pinout.png
(2 px per micron) Pins as bars across the die edge, other pins in gray.
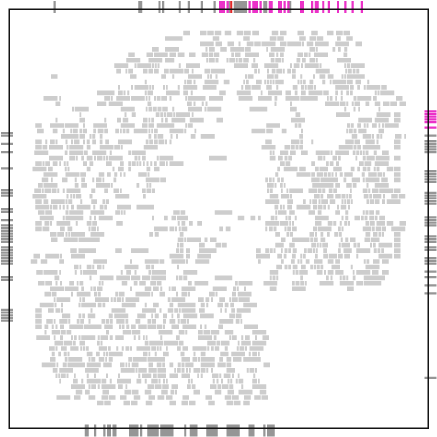
congestion_map.png
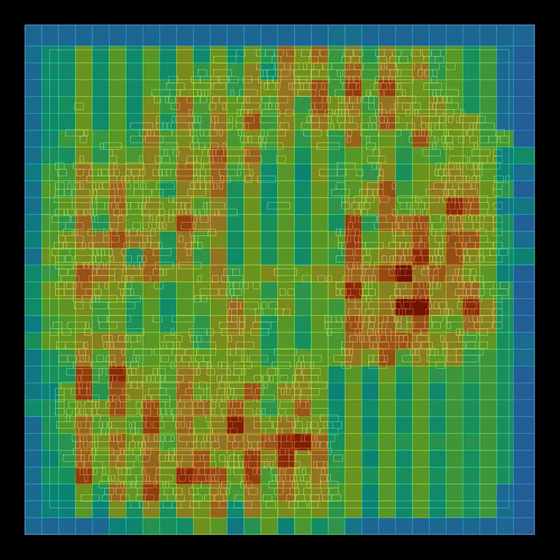
gates.png
(1.5 px per micron)
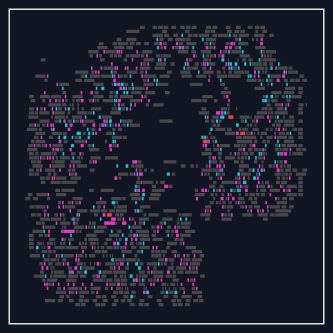
closeup.png
Window x 92 to 117, y 50 to 75 microns. Cells in gray, sequential cells in the stronger gray; small squares are vias.
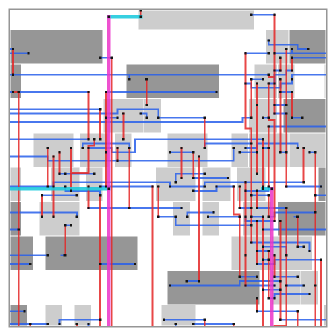
===== src/rtl/menlo_cnc_pkg.sv =====
// menlo_cnc_pkg: shared types and constants for the step/dir axis blocks
package menlo_cnc_pkg;
  typedef enum logic [1:0] {IDLE, HIGH, LOW} step_dec_state_t;
  localparam logic DIR_CW  = 1'b0;
  localparam logic DIR_CCW = 1'b1;
endpackage


===== src/rtl/edge_synchronizer.sv =====
// edge_synchronizer: multi-flop synchronizer with registered rise/fall detection
module edge_synchronizer #(
  parameter int sync_stages = 2
) (
  input  logic clk,
  input  logic d,
  output logic level,
  output logic rise,
  output logic fall
);
  logic [sync_stages-1:0] sync_q, sync_d;
  logic prev_q, prev_d;
  always_comb begin
    sync_d = {sync_q[sync_stages-2:0], d};
    prev_d = sync_q[sync_stages-1];
  end
  // Deliberately unreset: a level held across reset must not appear as a fresh edge.
  always_ff @(posedge clk) begin
    sync_q <= sync_d;
    prev_q <= prev_d;
  end
  assign level = sync_q[sync_stages-1];
  assign rise  = level & ~prev_q;
  assign fall  = ~level & prev_q;
endmodule


===== src/rtl/step_dir_decoder.sv =====
// step_dir_decoder: step/dir receiver; define STEP_DIR_CHECK_EN for direction setup/hold checking
module step_dir_decoder
  import menlo_cnc_pkg::*;
#(
  parameter int width       = 32,
  parameter int sync_stages = 2,
  parameter int min_width   = 2,
  parameter int dir_setup   = 2
) (
  input  logic             clock_in,
  input  logic             reset_n,
  input  logic             enable,
  input  logic             clear,
  input  logic             step_in,
  input  logic             dir_in,
  input  logic [width-1:0] timeout,
  output logic [width-1:0] position,
  output logic [width-1:0] step_count,
  output logic [width-1:0] last_period,
  output logic [width-1:0] last_width,
  output logic             period_valid,
  output logic             width_valid,
  output logic             moving,
  output logic             glitch_error,
  output logic             dir_error
);
  logic step_lvl, step_rise, step_fall;
  logic dir_lvl, dir_rise, dir_fall;
  step_dec_state_t state_q, state_d;
  logic [width-1:0] pos_q, pos_d, cnt_q, cnt_d, per_q, per_d, wid_q, wid_d;
  logic [width-1:0] pc_q, pc_d, wc_q, wc_d;
  logic pv_q, pv_d, wv_q, wv_d, mov_q, mov_d, gerr_q, gerr_d;

  edge_synchronizer #(.sync_stages(sync_stages)) u_step (
    .clk(clock_in), .d(step_in), .level(step_lvl), .rise(step_rise), .fall(step_fall)
  );
  edge_synchronizer #(.sync_stages(sync_stages)) u_dir (
    .clk(clock_in), .d(dir_in), .level(dir_lvl), .rise(dir_rise), .fall(dir_fall)
  );

  always_comb begin
    state_d = state_q;
    pos_d   = pos_q;
    cnt_d   = cnt_q;
    per_d   = per_q;
    wid_d   = wid_q;
    pv_d    = 1'b0;
    wv_d    = 1'b0;
    mov_d   = mov_q;
    gerr_d  = gerr_q;
    pc_d    = (&pc_q) ? pc_q : pc_q + 1'b1;
    wc_d    = (state_q == HIGH && !(&wc_q)) ? wc_q + 1'b1 : wc_q;
    if (clear) begin
      state_d = IDLE;
      pos_d   = '0;
      cnt_d   = '0;
      gerr_d  = 1'b0;
      mov_d   = 1'b0;
    end else if (!enable) begin
      state_d = IDLE;
      pc_d    = pc_q;
      wc_d    = wc_q;
    end else if (step_rise && state_q != HIGH) begin
      pos_d   = pos_q + ((dir_lvl == DIR_CW) ? width'(1) : {width{1'b1}});
      cnt_d   = (&cnt_q) ? cnt_q : cnt_q + 1'b1;
      mov_d   = 1'b1;
      state_d = HIGH;
      pc_d    = width'(1);
      wc_d    = width'(1);
      per_d   = (state_q == LOW) ? pc_q : per_q;
      pv_d    = (state_q == LOW);
    end else if (step_fall && state_q == HIGH) begin
      wid_d   = wc_q;
      wv_d    = 1'b1;
      state_d = LOW;
      gerr_d  = gerr_q | (wc_q < width'(min_width));
    end else if (state_q == LOW && timeout != '0 && pc_q >= timeout) begin
      state_d = IDLE;
      mov_d   = 1'b0;
    end
  end

  always_ff @(posedge clock_in) begin
    if (!reset_n) begin
      state_q <= IDLE;
      pos_q   <= '0;
      cnt_q   <= '0;
      per_q   <= '0;
      wid_q   <= '0;
      pc_q    <= '0;
      wc_q    <= '0;
      pv_q    <= 1'b0;
      wv_q    <= 1'b0;
      mov_q   <= 1'b0;
      gerr_q  <= 1'b0;
    end else begin
      state_q <= state_d;
      pos_q   <= pos_d;
      cnt_q   <= cnt_d;
      per_q   <= per_d;
      wid_q   <= wid_d;
      pc_q    <= pc_d;
      wc_q    <= wc_d;
      pv_q    <= pv_d;
      wv_q    <= wv_d;
      mov_q   <= mov_d;
      gerr_q  <= gerr_d;
    end
  end

`ifdef STEP_DIR_CHECK_EN
  localparam int dw = $clog2(dir_setup + 2);
  logic [dw-1:0] dc_q, dc_d;
  logic derr_q, derr_d, dir_chg;
  // dc_q counts clocks since the last dir change, so a rising step with dc_q < dir_setup lacked setup
  always_comb begin
    dir_chg = dir_rise | dir_fall;
    dc_d    = dir_chg ? dw'(1) : (dc_q >= dw'(dir_setup)) ? dc_q : dc_q + 1'b1;
    derr_d  = derr_q;
    if (clear)
      derr_d = 1'b0;
    else if (enable && ((dir_chg && state_q == HIGH) ||
             (step_rise && state_q != HIGH && (dir_chg || dc_q < dw'(dir_setup)))))
      derr_d = 1'b1;
  end
  always_ff @(posedge clock_in) begin
    if (!reset_n) begin
      dc_q   <= dw'(dir_setup);
      derr_q <= 1'b0;
    end else begin
      dc_q   <= dc_d;
      derr_q <= derr_d;
    end
  end
  assign dir_error = derr_q;
`else
  localparam int unused_dir_setup = dir_setup;
  logic unused_dir_chg;
  assign unused_dir_chg = dir_rise | dir_fall;
  assign dir_error = 1'b0;
`endif

  assign position     = pos_q;
  assign step_count   = cnt_q;
  assign last_period  = per_q;
  assign last_width   = wid_q;
  assign period_valid = pv_q;
  assign width_valid  = wv_q;
  assign moving       = mov_q;
  assign glitch_error = gerr_q;
endmodule


===== config.mk =====
export PLATFORM = sky130hd
export DESIGN_NAME = step_dir_decoder
export DESIGN_NICKNAME = d
export VERILOG_FILES = /design/src/rtl/menlo_cnc_pkg.sv /design/src/rtl/edge_synchronizer.sv /design/src/rtl/step_dir_decoder.sv
export SDC_FILE = /design/constraint.sdc
export NUM_CORES = 1
export LEC_CHECK = 0
export CORE_MARGIN = 10
export CORE_UTILIZATION = 30
export DETAILED_ROUTE_END_ITERATION = 8
export GPL_ROUTABILITY_DRIVEN = 0
export SETUP_SLACK_MARGIN = 0.5
export SYNTH_ARGS = -nofsm -noshare
export SYNTH_HDL_FRONTEND = slang
export SYNTH_SLANG_ARGS = --single-unit

===== constraint.sdc =====
create_clock -name clock_in -period 9 [get_ports clock_in]
set_input_delay 0.9 -clock clock_in [delete_from_list [all_inputs] [get_ports clock_in]]
set_output_delay 0.9 -clock clock_in [all_outputs]
set_load 0.02 [all_outputs]

==> ci_impl_report.md <==
## Implementation flow summary

| Metric | Value |
|---|---|
| Status | completed |
| Crit. End Element | flip-flop |
| Int Power | between 1.5 and 2 mW |
| Asr flop ratio synth | 0% |
| Drt pass-1 iters | 4 |
| Reg2Reg Setup Slack | between 5000 and 6000 ps |
| Final nets | between 1500 and 2000 |
| DPL Wire Length | 22000 microns |
| Logic power comb | approximately 0.13 mW |
| CP Launch Type | flip-flop |
| CTS Hold Bufs | 0 |
| Combinational power share | approximately 6.2% |
| Period utilization | between 30% and 40% |
| Commonest cells in the netlist | nand2_1, dfxtp_1, nor2_1 |
| Cell area after synthesis | 10700 sq um |
| Seq share, synth | a little under two fifths |
| Total global-route track usage | about an eighth |
| Die footprint | roughly 44000 sq um |
| RSZ-0062 raised after global routing | false |
| CP startpoint | u_dir.sync_q[1] |
| Top-area cell share | a little under two fifths |
| Top Metal Used | met4 |
| Mux area share | less than 1% |
| Vias in the first global route | slightly below 10000 |
| CTS Sinks | ~200 |
| Max Cap Viol | 0 |
| Global-route wire length before repair | about 50000 microns |
| Synth cell types | roughly 64 |
| WL met1 | ~14000 microns |
| Adder share | under 10% |
| Total grt overflow | 0 |
| Worst reg2reg endpoint | position[22] |
| Cell count after synthesis | about 1300 |
| Power density over cell area | about 150 nW/um^2 |
| Final setup viols | 0 |
| Worst Hold Class | reg -> reg |
| CP Depth | 11 |
| Fin crit period | 3540 ps |
| Crit path required time | about 9500 ps |
| Largest net degree at the start of global routing | approximately 75 |
| Final worst slack | around 5500 ps |
| Initial antenna violation count | 0 |
| Worst Hold Launch | u_step.sync_q[0] |
| Slowest CP cell | nor3_1 |
| Tally of OpenROAD warnings | 26 |
| Flop area | between 4000 and 5000 sq um |
| Yosys Instances | around 1300 |
| Worst-Skew Late Latency | about 530 ps |
| Clock network power | about 1.1 mW |
| Slew HR | approximately 20% |
| Gate Area | between 6000 and 7000 sq um |
| TritonCTS Buffers | 25 |
| Skew final | 15.9 ps |
| Worst-path clk slew | ~60 ps |
| Synthesized area per cell | 8.03 sq um |
| Core area | 35300 sq um |
| Root Buffer | clkbuf_16 |
| Largest logic family | simple AND/OR/NAND/NOR gates |
| CP endpoint | position[22] |
| Top Consumer | the clock network |
| Max FO, Critical Path | 33 |
| Met3 routed WL | 1580 microns |
| Worst Hold Path EP | u_step.sync_q[1] |
Back to the opening pictures, pinout.png:
Red is glitch_error, pins 1, direction output, edge top. Magenta is step_count, pins 32, direction output, edge 26 top, 6 right.
die height: 209 microns
Chip Width: 209 microns

Back to the opening pictures, congestion_map.png:
routing usage on met1: 16.4%
drt wl/cell: 15.5 microns
Post-Route Utilization: 38.7%
busiest grt layer: met2
GR Util met2: 22.8%

Back to the opening pictures, gates.png:
Cyan is nor cells, cells 189, most used nor2_1, where widely spread. Red is mux cells, cells 4, most used mux2i_1. Magenta is nand cells, cells 329, most used nand2_1, where widely spread.
logic share of the area: 45.2%
Commonest Layout Cell: nand2_1
non-filler cells, final: 1956

Back to the opening pictures, closeup.png:
Blue is M1. Cyan is M3. Red is M2. Magenta is M4.
34 logic cells have their middle in the window. Most frequent: nand2_1 (6), dfxtp_1 (5), or3_1 (4). Sequential cells in the window: 5. Netlist names of flops here include pc_q (4), period_valid (1).

## cells in the final DEF (no fill, tap or decap), types with 25 or more instances in the layout
cell type          n
a21boi_0          64
a21o_1            25
a21oi_1           70
clkbuf_16         25
clkdlybuf4s50_1  168
dfxtp_1          203
ha_1              65
inv_1             60
nand2_1          224
nand3_1           45
nand4_1           44
nor2_1           127
nor3_1            26
o21ai_0           44
or3_1             30
xnor2_1           32
xor2_1            52
## final cells by class
class | instances | area share (%)
clock buffers | 37 | 5.42
diodes | 1 | 0.0183
repair buffers | 177 | 12.8
clock inverters | 9 | 0.952
well taps | 461 | 4.22
multi-input cells | 1008 | 45.2
inverters | 60 | 1.65
flip-flops and latches | 203 | 29.7
Power and IR drop assume default switching activity.
